### src/rtl/qu_dispatch.sv
// Dispatch stage: routes decoded micro-ops by optype into an integer queue and a load/store queue.
// Optional synchronous flush port enabled by defining QU_DISPATCH_FLUSH_EN.

module qu_dispatch_fifo #(
  parameter int DEPTH = 4,
  parameter int WIDTH = 83,
  parameter int CW    = 3
) (
  input  logic             clk,
  input  logic             rst_n,
  input  logic             clr_i,
  input  logic             push_i,
  input  logic [WIDTH-1:0] data_i,
  input  logic             ready_i,
  output logic [WIDTH-1:0] data_o,
  output logic             valid_o,
  output logic [CW-1:0]    count_o
);
  localparam int AW = $clog2(DEPTH);

  logic [WIDTH-1:0] mem_q [DEPTH];
  logic [AW-1:0]    rd_ptr_q, wr_ptr_q;
  logic [CW-1:0]    count_q, count_d;
  logic             pop;

  assign valid_o = (count_q != '0);
  assign pop     = valid_o && ready_i;
  assign data_o  = mem_q[rd_ptr_q];
  assign count_o = count_q;

  always_comb begin
    count_d = count_q + CW'(push_i) - CW'(pop);
  end

  // Pointers wrap naturally because DEPTH is a power of two.
  always_ff @(posedge clk or negedge rst_n) begin
    if (!rst_n) begin
      rd_ptr_q <= '0;
      wr_ptr_q <= '0;
      count_q  <= '0;
    end else if (clr_i) begin
      rd_ptr_q <= '0;
      wr_ptr_q <= '0;
      count_q  <= '0;
    end else begin
      if (push_i) wr_ptr_q <= wr_ptr_q + AW'(1);
      if (pop)    rd_ptr_q <= rd_ptr_q + AW'(1);
      count_q <= count_d;
    end
  end

  // NOTE: storage has no reset; occupancy alone decides what is valid.
  always_ff @(posedge clk) begin
    if (push_i && !clr_i) mem_q[wr_ptr_q] <= data_i;
  end
endmodule

module qu_dispatch #(
  parameter int INT_QUEUE_DEPTH  = 4,
  parameter int LDST_QUEUE_DEPTH = 4,
  parameter int UOP_WIDTH        = 83
) (
  input  logic                                   clk,
  input  logic                                   rst_n,
`ifdef QU_DISPATCH_FLUSH_EN
  input  logic                                   flush,
`endif
  input  logic [UOP_WIDTH-1:0]                   uop_in,
  input  logic                                   uop_in_valid,
  output logic                                   uop_in_ready,
  output logic [UOP_WIDTH-1:0]                   int_uop_out,
  output logic                                   int_uop_out_valid,
  input  logic                                   int_uop_out_ready,
  output logic [UOP_WIDTH-1:0]                   ldst_uop_out,
  output logic                                   ldst_uop_out_valid,
  input  logic                                   ldst_uop_out_ready,
  output logic [$clog2(INT_QUEUE_DEPTH+1)-1:0]   int_count,
  output logic [$clog2(LDST_QUEUE_DEPTH+1)-1:0]  ldst_count,
  output logic                                   illegal_optype
);
  localparam int INT_CW  = $clog2(INT_QUEUE_DEPTH + 1);
  localparam int LDST_CW = $clog2(LDST_QUEUE_DEPTH + 1);

  typedef enum logic [3:0] {
    OP_INT    = 4'b0001,
    OP_BRANCH = 4'b0011,
    OP_CONT   = 4'b0111,
    OP_LOAD   = 4'b1001,
    OP_STORE  = 4'b0101
  } optype_e;

  logic flush_w;
`ifdef QU_DISPATCH_FLUSH_EN
  assign flush_w = flush;
`else
  assign flush_w = 1'b0;
`endif

  logic is_int, is_ldst, is_illegal, accept;
  logic illegal_q, illegal_d;

  always_comb begin
    is_int  = 1'b0;
    is_ldst = 1'b0;
    case (uop_in[3:0])
      OP_INT, OP_BRANCH, OP_CONT: is_int  = 1'b1;
      OP_LOAD, OP_STORE:          is_ldst = 1'b1;
      default: ;
    endcase
    is_illegal = !is_int && !is_ldst;
  end

  // Ready looks only at registered occupancy, so a same-cycle pop never frees a slot.
  assign uop_in_ready = !flush_w &&
                        (is_illegal ||
                         (is_int  && (int_count  < INT_CW'(INT_QUEUE_DEPTH))) ||
                         (is_ldst && (ldst_count < LDST_CW'(LDST_QUEUE_DEPTH))));
  assign accept    = uop_in_valid && uop_in_ready;
  assign illegal_d = accept && is_illegal;

  always_ff @(posedge clk or negedge rst_n) begin
    if (!rst_n) illegal_q <= 1'b0;
    else        illegal_q <= illegal_d;
  end
  assign illegal_optype = illegal_q;

  qu_dispatch_fifo #(.DEPTH(INT_QUEUE_DEPTH), .WIDTH(UOP_WIDTH), .CW(INT_CW)) u_int_q (
    .clk     (clk),
    .rst_n   (rst_n),
    .clr_i   (flush_w),
    .push_i  (accept && is_int),
    .data_i  (uop_in),
    .ready_i (int_uop_out_ready),
    .data_o  (int_uop_out),
    .valid_o (int_uop_out_valid),
    .count_o (int_count)
  );

  qu_dispatch_fifo #(.DEPTH(LDST_QUEUE_DEPTH), .WIDTH(UOP_WIDTH), .CW(LDST_CW)) u_ldst_q (
    .clk     (clk),
    .rst_n   (rst_n),
    .clr_i   (flush_w),
    .push_i  (accept && is_ldst),
    .data_i  (uop_in),
    .ready_i (ldst_uop_out_ready),
    .data_o  (ldst_uop_out),
    .valid_o (ldst_uop_out_valid),
    .count_o (ldst_count)
  );
endmodule

### config.mk
export PLATFORM = sky130hd
export DESIGN_NAME = qu_dispatch
export DESIGN_NICKNAME = d
export VERILOG_FILES = /design/src/rtl/qu_dispatch.sv
export SDC_FILE = /design/constraint.sdc
export NUM_CORES = 1
export LEC_CHECK = 0
export CAP_MARGIN = 25
export CORE_MARGIN = 1
export CORE_UTILIZATION = 60
export CTS_BUF_LIST = sky130_fd_sc_hd__clkbuf_4
export DETAILED_ROUTE_END_ITERATION = 12
export GPL_ROUTABILITY_DRIVEN = 0
export PLACE_DENSITY = 0.84
export SLEW_MARGIN = 20
export SYNTH_ARGS = -nofsm -noshare
export SYNTH_HDL_FRONTEND = slang
export SYNTH_SLANG_ARGS = --single-unit
### constraint.sdc
create_clock -name clk -period 7.7 [get_ports clk]
set_clock_uncertainty 0.05 [all_clocks]
set_input_delay 1.54 -clock clk [delete_from_list [all_inputs] [get_ports clk]]
set_output_delay 1.54 -clock clk [all_outputs]
set_load 0.01 [all_outputs]
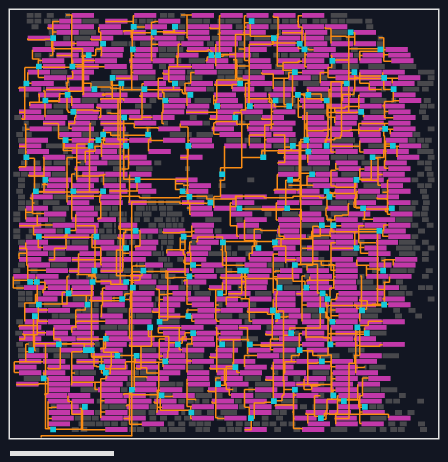
Fig. 1. Clock network drawn from the DEF.
Bar = 50 µm.
[magenta] flip-flops | count: 679
[cyan] clock drivers | count: 159
[orange] clock wires | length: 7,610 µm
flops lie	all over the die
routed clock nets	160

==> results.yml <==
# generated from flow reports
placed_design:
  place_inst: 1717
  port_buffers: 263
  place_area_mm2: 0.02805
  hpwl_mm: 29.99
  pre_cts_slack_ns: 2.481
floorplan:
  core-area_mm2: 0.04074
  num_io_pins: 264
  fp-utilization: 0.6083
  die_w_um: 205.2
  die-area_mm2: 0.04212
  die_y_um: 205.2
  num_rows: 74
setup_path:
  rr_worst_depth: 3
  crit_fanout: 12
  endpoint_kind: "output port"
  arrival_ns: 3.67
  critPathKind: "in -> out"
  required_ns: 6.11
  cp-start-kind: "primary input"
power:
  power_density_mw_per_mm2: 341.1
  p_leak_uw: 0.009817
  total_power_uw: 10300
  vdd.ir_drop.worst_mv: 0.2324
final_layout:
  fin_util: 0.7412
  areaGrowthSynthToFinish_pct: 21.85
  drive_above_1_share: 0.3015
  fin_nets: 1448
  final_area_mm2: 0.03020
  final_cells: 2001
  n_fill_cell: 2290
logic_synthesis:
  syn_avg_cell_area_um2: 26.22
  yosysSeqAreaShare: 0.8197
  ys_warn_count: 0
  fp_nets: 1047
  ys_ff: 679
  ys_types: 23
  yosys_area_mm2: 0.02478
  post_synth_inst_count: 945
  ys_cells: 945
  syn-cell-area_mm2: 0.02478
sta:
  worstMarginPinSlew_ns: 1.009
  finalHoldViolCount: 0
  clock.fmax_mhz: 190.2
  finalSetupViolCount: 0
  rsz0062_at_grt: "false"
  tns_ns: 0
  timing.final.max_slew_violations: 0
  finalClockPeriodUsage: 0.6827
  timing.hold.ws_ns: 0.5213
  post-route-min-period_ns: 5.256
  layout_setup_ws_ns: 2.444
  max_slew_margin: 0.3273
clock_tree:
  cts.sinks: 679
  ctsHoldBuffers: 0
  post_cts_buffers: 0
  cts_resized: 0
  tritoncts: "done"
  insertion_delay_ns: 0.83
  cts_max_level: 4
  clockBufferDepth: 3
  root_buffer: "clkbuf_4"
  numCtsBuffers: 159
  path_clk_slew_ns: 0.06
routing:
  ant_nets: 0
  num_vias: 11605
  routed_wl_mm: 51.14
  vias_per_cell: 5.800
  drc: 0
  avgRoutedWirePerCell_um: 25.56
  dr.pass1.iters: 5
  drt_iter0_markers: 985
global_route:
  grt_pass1_wl_mm: 75.06
  grt.total_usage: 0.2509
  antenna_found_initial: 5
  grt_pass1_vias: 12358
  grt_start_max_net_pins: 62
  grt-ovfl-total: 0
hold_path:
  hold_class: "reg -> reg"
  hold_depth: 1
run:
  maxCapViolations: 0
  warning_count: 33
status:
  outcome: "finished, final reports clean"
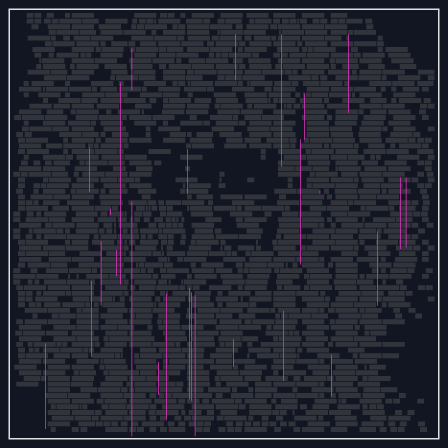
Fig. 2. Metal 4.
Cells faint in the background.
wire length on this layer	1,010 µm
main direction	vertical

[cells by family after synthesis]
| group | share of synthesized area |
|---|---|
| compound gates | 0.001414 |
| flops | 0.8197 |
| mux | 0.1518 |
| xor+xnor | 0.003888 |
| simple gates | 0.005755 |
| fa+ha+maj | 0.007674 |
| buf+inv | 0.009795 |
[worst max-delay path, stage by stage]
cell and delay (ns):
clkdlybuf4s50_1 0.64, xnor2_1 0.41, nor3b_1 0.09, o21ai_0 0.35, clkdlybuf4s50_1 0.63
[cell usage after synthesis]
cell type	instances	share of area
a21boi_0	1	0.00030
and2_1	4	0.0010
and2_2	4	0.0012
buf_1	11	0.0017
buf_2	8	0.0016
buf_4	12	0.0036
clkbuf_1	7	0.0011
dfrtp_1	15	0.015
edfxtp_1	664	0.80
fa_1	2	0.0016
ha_1	12	0.0061
inv_1	12	0.0018
mux2_2	2	0.00091
mux4_2	166	0.15
nand2_1	3	0.00045
nor2b_1	1	0.00025
nor3b_1	2	0.00061
nor4_4	2	0.0017
o21ai_0	2	0.00040
o31a_1	2	0.00071
or3_1	2	0.00050
xnor2_1	8	0.0028
xor2_1	3	0.0011
[power by group]
| part | switching (µW) | internal (µW) | total [µW] |
|---|---|---|---|
| clock | 1340 | 1630 | 2970 |
| sequential | 205 | 4190 | 4400 |
| combinational | 1260 | 1670 | 2930 |
| total | 2810 | 7490 | 10300 |
[placed cells by master, fill, tap and decap left out, drive strengths merged, types with 12 or more instances in the layout]
cell type | synthesis | final
mux4 | 166 | 166
clkdlybuf4s50 | 0 | 263
buf | 31 | 15
edfxtp | 664 | 664
ha | 12 | 12
inv | 12 | 15
clkbuf | 7 | 228
clkinv | 0 | 38
dfrtp | 15 | 15
[per-layer routing]
layer  global-route usage  wire length [µm]
met1               0.3350             20020
met2               0.4118             26690
met3              0.05654              3389
met4              0.09233              1014
met5                    0                27
[sequential cells by signal (all words and copies together), names as in the netlist]
signal and flops:
illegal_optype 1, u_int_q.rd_ptr_q 2, u_int_q.mem_q 332, u_ldst_q.mem_q 332, u_ldst_q.rd_ptr_q 2, u_ldst_q.count_o 3, u_ldst_q.wr_ptr_q 2, u_int_q.wr_ptr_q 2
u_int_q.count_o 3
[final cells by class]
class / count / area (µm²) / share of cell area
Tap cell: 532 / 665.6 / 0.02204
Inverter: 12 / 45.04 / 0.001492
Multi-Input combinational cell: 216 / 4240 / 0.1404
Timing Repair Buffer: 278 / 2765 / 0.09157
Clock inverter: 53 / 431.7 / 0.01430
Sequential cell: 679 / 20330 / 0.6732
Antenna cell: 3 / 7.507 / 0.0002486
Clock buffer: 228 / 1712 / 0.05668
[worst paths after layout]
check	start	end	slack, ns
min in group asynchronous	rst_n	u_ldst_q.count_o[2]	1.08
worst min-delay path	u_int_q.wr_ptr_q[1]	u_int_q.wr_ptr_q[1]	0.52
worst max-delay path	uop_in[3]	uop_in_ready	2.44
max in group asynchronous	rst_n	u_int_q.rd_ptr_q[1]	6.00
worst min register to register	u_int_q.wr_ptr_q[1]	u_int_q.wr_ptr_q[1]	0.52
worst max register to register	u_ldst_q.count_o[2]	u_ldst_q.mem_q[0][1]	4.78
Power and IR drop assume default switching activity.
